--- src/rtl/fk_seq_pkg.sv ---
// Shared types, widths and the signed angle range check for the FK request sequencer.
package fk_seq_pkg;

    localparam int THETA_W = 13;
    localparam int POS_W   = 14;

    typedef enum logic [1:0] {
        IDLE    = 2'd0,
        REQUEST = 2'd1,
        WAIT    = 2'd2,
        GUARD   = 2'd3
    } seq_state_e;

    function automatic logic theta_in_range(input logic signed [THETA_W-1:0] theta, input int lim);
        return (int'(theta) >= -lim) && (int'(theta) <= lim);
    endfunction

endpackage

--- src/rtl/period_tick_gen.sv ---
// Free-running period counter: one-cycle tick every PERIOD_CYCLES enabled cycles.
module period_tick_gen #(
    parameter int PERIOD_CYCLES = 5000
) (
    input  logic clk,
    input  logic reset_n,
    input  logic en,
    input  logic clr,
    output logic tick
);

    localparam int CNT_W = (PERIOD_CYCLES > 2) ? $clog2(PERIOD_CYCLES) : 1;

    logic [CNT_W-1:0] cnt_r;
    logic             at_end_s;

    assign at_end_s = (cnt_r == CNT_W'(PERIOD_CYCLES - 1));
    assign tick     = en && !clr && at_end_s;

    // Period counter: clear has priority, wraps after the terminal count.
    always_ff @(posedge clk or negedge reset_n) begin
        if (!reset_n) begin
            cnt_r <= '0;
        end else if (clr) begin
            cnt_r <= '0;
        end else if (en) begin
            if (at_end_s) begin
                cnt_r <= '0;
            end else begin
                cnt_r <= cnt_r + CNT_W'(1);
            end
        end else begin
            cnt_r <= cnt_r;
        end
    end

endmodule

--- src/rtl/fk_sample_sequencer.sv ---
// Samples and range-checks joint angles, drives one FK request, waits for the
// result under a timeout, then holds a guard interval before the next request.
module fk_sample_sequencer
    import fk_seq_pkg::*;
#(
    parameter int PERIOD_CYCLES  = 5000,
    parameter int TIMEOUT_CYCLES = 255,
    parameter int GUARD_CYCLES   = 4,
    parameter int TH_LIM         = 4000
) (
    input  logic                      clk,
    input  logic                      reset_n,
    input  logic                      run,
    input  logic                      single,
    input  logic                      clear_err,
    input  logic signed [THETA_W-1:0] theta1_in,
    input  logic signed [THETA_W-1:0] theta2_in,
    output logic signed [THETA_W-1:0] fk_theta1,
    output logic signed [THETA_W-1:0] fk_theta2,
    output logic                      fk_enable,
    input  logic [POS_W-1:0]          fk_x,
    input  logic [POS_W-1:0]          fk_y,
    input  logic                      fk_ready,
    output logic [POS_W-1:0]          x_pos,
    output logic [POS_W-1:0]          y_pos,
    output logic                      pos_valid,
    output logic                      busy,
    output logic                      timeout_err,
    output logic                      limit_err,
    output logic                      overrun_err,
    output logic [15:0]               sample_count
);

    localparam int CNT_MAX = (TIMEOUT_CYCLES > GUARD_CYCLES) ? TIMEOUT_CYCLES : GUARD_CYCLES;
    localparam int CNT_W   = $clog2(CNT_MAX + 1);

    seq_state_e       state_r;
    logic [CNT_W-1:0] cnt_r;
    logic             tick_s;
    logic             trigger_s;
    logic             range_ok_s;
    logic             timeout_hit_s;
    logic             guard_done_s;
    logic             limit_set_s;
    logic             overrun_set_s;
    logic             timeout_set_s;

    period_tick_gen #(
        .PERIOD_CYCLES(PERIOD_CYCLES)
    ) u_period (
        .clk    (clk),
        .reset_n(reset_n),
        .en     (run),
        .clr    (~run),
        .tick   (tick_s)
    );

    // A tick and a single in the same cycle merge into one trigger.
    assign trigger_s     = single | tick_s;
    assign range_ok_s    = theta_in_range(theta1_in, TH_LIM) && theta_in_range(theta2_in, TH_LIM);
    assign timeout_hit_s = (cnt_r == CNT_W'(TIMEOUT_CYCLES - 1));
    assign guard_done_s  = (cnt_r == CNT_W'(GUARD_CYCLES - 1));
    assign limit_set_s   = (state_r == IDLE) && trigger_s && !range_ok_s;
    assign overrun_set_s = (state_r != IDLE) && tick_s;
    assign timeout_set_s = (state_r == WAIT) && !fk_ready && timeout_hit_s;

    // Request FSM; one counter serves both the WAIT timeout and the GUARD interval.
    always_ff @(posedge clk or negedge reset_n) begin
        if (!reset_n) begin
            state_r      <= IDLE;
            cnt_r        <= '0;
            fk_theta1    <= '0;
            fk_theta2    <= '0;
            fk_enable    <= 1'b0;
            x_pos        <= '0;
            y_pos        <= '0;
            pos_valid    <= 1'b0;
            busy         <= 1'b0;
            sample_count <= 16'd0;
        end else begin
            fk_enable <= 1'b0;
            pos_valid <= 1'b0;
            case (state_r)
                IDLE: begin
                    if (trigger_s && range_ok_s) begin
                        fk_theta1 <= theta1_in;
                        fk_theta2 <= theta2_in;
                        fk_enable <= 1'b1;
                        busy      <= 1'b1;
                        state_r   <= REQUEST;
                    end else begin
                        state_r   <= IDLE;
                    end
                end
                REQUEST: begin
                    cnt_r   <= '0;
                    state_r <= WAIT;
                end
                WAIT: begin
                    if (fk_ready) begin
                        x_pos        <= fk_x;
                        y_pos        <= fk_y;
                        sample_count <= sample_count + 16'd1;
                        pos_valid    <= 1'b1;
                        cnt_r        <= '0;
                        state_r      <= GUARD;
                    end else if (timeout_hit_s) begin
                        cnt_r   <= '0;
                        state_r <= GUARD;
                    end else begin
                        cnt_r <= cnt_r + CNT_W'(1);
                    end
                end
                GUARD: begin
                    if (guard_done_s) begin
                        cnt_r   <= '0;
                        busy    <= 1'b0;
                        state_r <= IDLE;
                    end else begin
                        cnt_r <= cnt_r + CNT_W'(1);
                    end
                end
                default: begin
                    cnt_r   <= '0;
                    busy    <= 1'b0;
                    state_r <= IDLE;
                end
            endcase
        end
    end

    // Sticky fault flags; a set event outranks clear_err in the same cycle.
    always_ff @(posedge clk or negedge reset_n) begin
        if (!reset_n) begin
            timeout_err <= 1'b0;
            limit_err   <= 1'b0;
            overrun_err <= 1'b0;
        end else begin
            timeout_err <= timeout_set_s | (timeout_err & ~clear_err);
            limit_err   <= limit_set_s   | (limit_err   & ~clear_err);
            overrun_err <= overrun_set_s | (overrun_err & ~clear_err);
        end
    end

endmodule

--- config.mk ---
export PLATFORM = sky130hd
export DESIGN_NAME = fk_sample_sequencer
export DESIGN_NICKNAME = d
export VERILOG_FILES = /design/src/rtl/fk_seq_pkg.sv /design/src/rtl/period_tick_gen.sv /design/src/rtl/fk_sample_sequencer.sv
export SDC_FILE = /design/constraint.sdc
export NUM_CORES = 1
export LEC_CHECK = 0
export CAP_MARGIN = 20
export CORE_AREA = 2 2 123 125
export CTS_CLUSTER_SIZE = 40
export DETAILED_ROUTE_END_ITERATION = 7
export DIE_AREA = 0 0 125 127
export GPL_ROUTABILITY_DRIVEN = 0
export GPL_TIMING_DRIVEN = 1
export SYNTH_ARGS = -nofsm -noshare
export SYNTH_HDL_FRONTEND = slang
export SYNTH_SLANG_ARGS = --single-unit
export TNS_END_PERCENT = 20
--- constraint.sdc ---
create_clock -name clk -period 3.6 [get_ports clk]
set_clock_uncertainty 0.2 [all_clocks]
set_input_delay 0.72 -clock clk [delete_from_list [all_inputs] [get_ports clk]]
set_output_delay 0.72 -clock clk [all_outputs]
set_load 0.05 [all_outputs]
Run 1, signal wires on met1:
Scale bar: 50 µm.
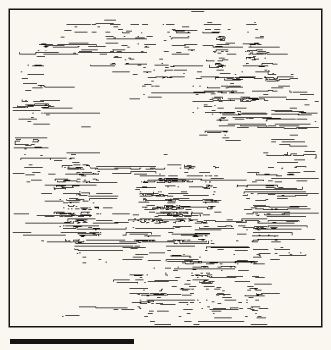
nets with wire on the layer: 475
share of all routed wire: 45%
via count: 3058
drt total wl: 9.52 mm
met1 usage: 0.159

Run 1, metal 2:
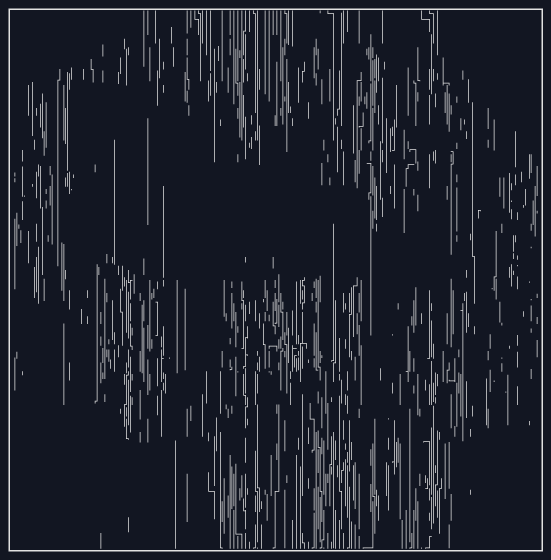
nets with wire on the layer: 487
wire length on this layer: 4670 µm
longest straight run: 43.7 µm
main direction: vertical
met2 GRT Util: 0.208

Run 1, metal 3:
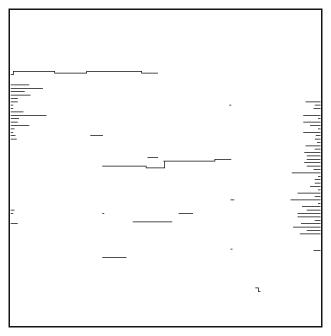
wire length on this layer: 433 µm
nets with wire on the layer: 65
main direction: horizontal

==> Slide: Implementation Results, run 1 <==
Implementation Results

Outcome
  • Status: finished clean

Hold path
  • Worst hold path class: reg -> reg
  • Hold path endpoint: sample_count[15]$_DFFE_PN0P_
  • Hold Crit Start: sample_count[15]$_DFFE_PN0P_

Cells and area
  • Leading cell kind: sequential cells
  • Fin util: 0.425
  • Antenna diode count: 0
  • FFs & Latches: 99
  • Sequential share of cell area: 0.404
  • Layout cells sized above 1: 0.169
  • Clock network contribution to total cell area: 0.0457
  • Inverters: 10
  • Combinational Area: 0.00171 mm²
  • Layout area overhead: 43.0%
  • Finished Layout Cells: 664
  • FILL cells: 1371
  • Largest register FFs: 16

Placement
  • Post-place setup slack: 599 ps
  • Placed Area: 0.00585 mm²
  • IO buf count: about 140

Yosys
  • Top non-seq family: multiplexers
  • Yosys warnings: 0
  • Post-Synthesis Cells: 335
  • Ys flop type: dfrtp_1
  • Asr flop ratio synth: 1.00
  • Yosys cell count: about 340
  • Number of enable flip-flop cells: 0
  • Most instantiated library cell after synthesis: dfrtp_1
  • And+or+nand+nor area frac: 0.125
  • Mux frac, synth: 0.158
  • Synth Area in Adders: 0.0204

Floorplanning
  • Boundary Pins: 136
  • Row cnt: 44
  • Die width: about 130 µm
  • Fp_density: 0.297

Timing
  • Sum Neg Setup Slack: 0 ps
  • Actual slew at the worst max-slew pin: between 800 and 900 ps
  • Fin crit share: 0.735
  • Fin. Hold Viols: 0

Critical path
  • RR Endpoint: cnt_r[0]$_DFFE_PN0P_
  • Startpoint Class: input pin
  • Worst flop-to-flop path startpoint: cnt_r[1]$_DFFE_PN0P_

Clock tree
  • Setup Buffers After CTS: 0
  • Hold_buf cts: 0
  • Clk_lat worst skew: between 300 and 400 ps

Route
  • Max Used Layer: met4
  • DR vias/cell: 4.61
  • Routed wl met2: about 4.7 mm
  • Average wire per standard cell: 14.3 µm
  • Antenna Nets Post-Route: 0
  • DRT Pass-1 Iters: 4
  • Drt drc: 0

Global routing
  • Vias in the first global route: 3228
  • First-pass GRT wire length: 16.2 mm

Pwr
  • Combinational cell power: 0.00283 W
  • Leakage power: 2.61 nW
  • Combinational Power Share: 0.520
  • Clock group power: slightly above 0.0009 W
  • Clock share of power: 0.166
  • Flop pwr share: 0.314
  • PD cells: 888 mW/mm²
Run 1, routing congestion:
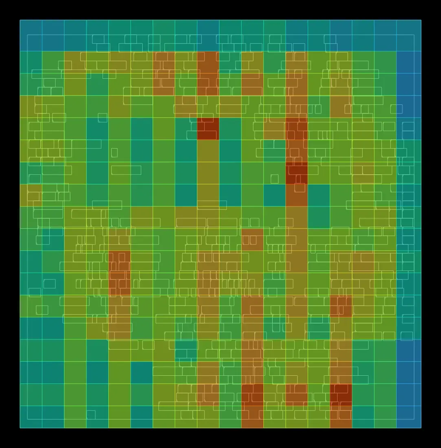

==> run 2: changes to the inputs <==
clock period = 2.7 ns   (was 3.6 ns; I/O delays follow)
Run 2, routing congestion:
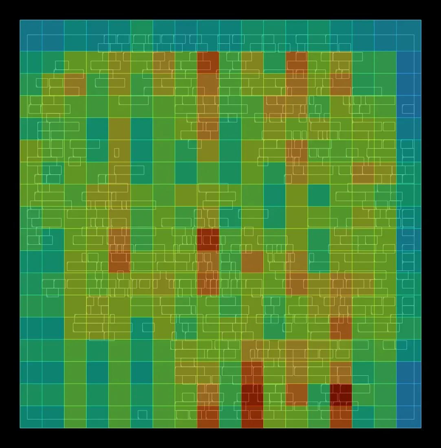
GRT Resource Usage Total: 0.126
grt peak-use layer: met2
GRT met3 Usage: 0.0377

Run 2, signal wires on met1:
Scale bar: 50 µm.
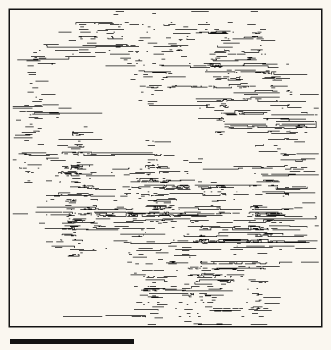
drt total wl: 9.69 mm
via count: 3128
met1 usage: 0.165

==> run 2 against run 1 <==
  * Utilization decreased by 0.052 points
  * Global-route usage increased by 0.088 points
  * Total power increased by 32%
  * Design area decreased by 0.12%
  * First-iteration DRC count increased by 42%
  * Sequential power increased by 33%
  * Die size unchanged
  * Synthesized cell count unchanged
  * Sequential cell count unchanged
  * Wire length increased by 1.8%
  * Combinational power increased by 34%
  * Highest routed layer unchanged
==> Slide: Implementation Results, run 2 <==
Implementation Results

Pwr
  • Combinational Power Share: 0.529 (+0.009)
  • Combinational cell power: 0.00380 W (+34%)
  • Clock share of power: 0.153 (-0.013)
  • Psw: 0.00314 W
  • PD cells: 1170 mW/mm² (+32%)
  • Flop pwr share: 0.317 (+0.003)
  • Clock group power: 0.00110 W (+20%)

Route
  • DR vias/cell: 4.71 (+2.3%)
  • Average wire per standard cell: 14.6 µm (+1.8%)
  • Drt drc: 0 (unchanged)
  • Routed wl met2: 4.65 mm (-0.39%)
  • DRT Pass-1 Iters: 4 (unchanged)
  • Max Used Layer: met4
  • Antenna Nets Post-Route: 0 (unchanged)

Timing
  • Unrepaired setup endpoints after global routing: no
  • Sum Neg Setup Slack: 0 ps (unchanged)
  • Final Setup Violations: 0
  • Slew Limit Fails: 0
  • Actual slew at the worst max-slew pin: 716 ps (-130 ps)
  • Fin. Hold Viols: 0 (unchanged)
  • Fin crit share: 0.902

Yosys
  • Synth flops: 99
  • Synth Area in Adders: 0.0204 (unchanged)
  • Synth Area in Compound Gates: 0.0437
  • Yosys cell count: 335 (unchanged)
  • And+or+nand+nor area frac: 0.125 (unchanged)
  • Top post-synthesis cells by count: 99 x dfrtp_1, 49 x mux2_2, 23 x nor2_1, 19 x nand2_1, 17 x xnor2_1
  • Yosys warnings: 0 (unchanged)
  • Most instantiated library cell after synthesis: dfrtp_1
  • Post-Synthesis Cells: 335 (unchanged)
  • Syn Nets: 402
  • Ys flop type: dfrtp_1
  • Number of enable flip-flop cells: 0 (unchanged)
  • Top non-seq family: multiplexers
  • Mux frac, synth: 0.158 (unchanged)
  • YS chip area: 0.00429 mm²

Floorplanning
  • Tapcells: 184
  • Die width: 125 µm (unchanged)
  • Boundary Pins: 136 (unchanged)
  • Row cnt: 44 (unchanged)

Clock tree
  • Clk_lat worst skew: 340 ps (about the same)
  • Hold_buf cts: 0 (unchanged)
  • Longest Clk Path Bufs: 2
  • Setup Buffers After CTS: 0 (unchanged)

Cells and area
  • Layout area overhead: 42.8%
  • Inverters: 10 (unchanged)
  • Combinational Area: 0.00171 mm² (unchanged)
  • Finished Layout Cells: 664 (unchanged)
  • Sequential share of cell area: 0.404 (+0.000495)
  • Leading cell kind: sequential cells
  • Fin util: 0.425 (-0.000521)
  • Clock network contribution to total cell area: 0.0388 (-0.00689)
  • Largest register FFs: 16 (unchanged)
  • Largest Register: sample_count
  • Antenna diode count: 0 (unchanged)
  • FILL cells: 1374 (+0.22%)
  • Layout cells sized above 1: 0.167 (-0.00208)
  • FFs & Latches: 99 (unchanged)

Global routing
  • Met2 GRT Util: 0.199 (-0.00927)
  • Vias in the first global route: 3272 (+1.4%)
  • First-pass GRT wire length: 16.3 mm (+0.60%)

Critical path
  • RR Endpoint: fk_theta2[1]$_DFFE_PN0P_
  • Cell family with most CP delay: simple AND/OR/NAND/NOR gates
  • Worst flop-to-flop path startpoint: u_period.cnt_r[0]$_DFF_PN0_

Placement
  • IO buf count: 135 (unchanged)
  • Placed Area: 0.00589 mm² (+0.60%)
  • Post-place setup slack: -42.8 ps (-642 ps)

Outcome
  • Status: finished clean

Hold path
  • Worst hold path class: in -> async
Run 2, metal 3:
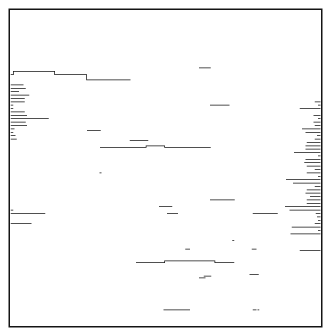
longest straight run: 20.2 µm
nets with wire on the layer: 70

Power figures rest on the tool's default switching activity, not on a simulated workload.
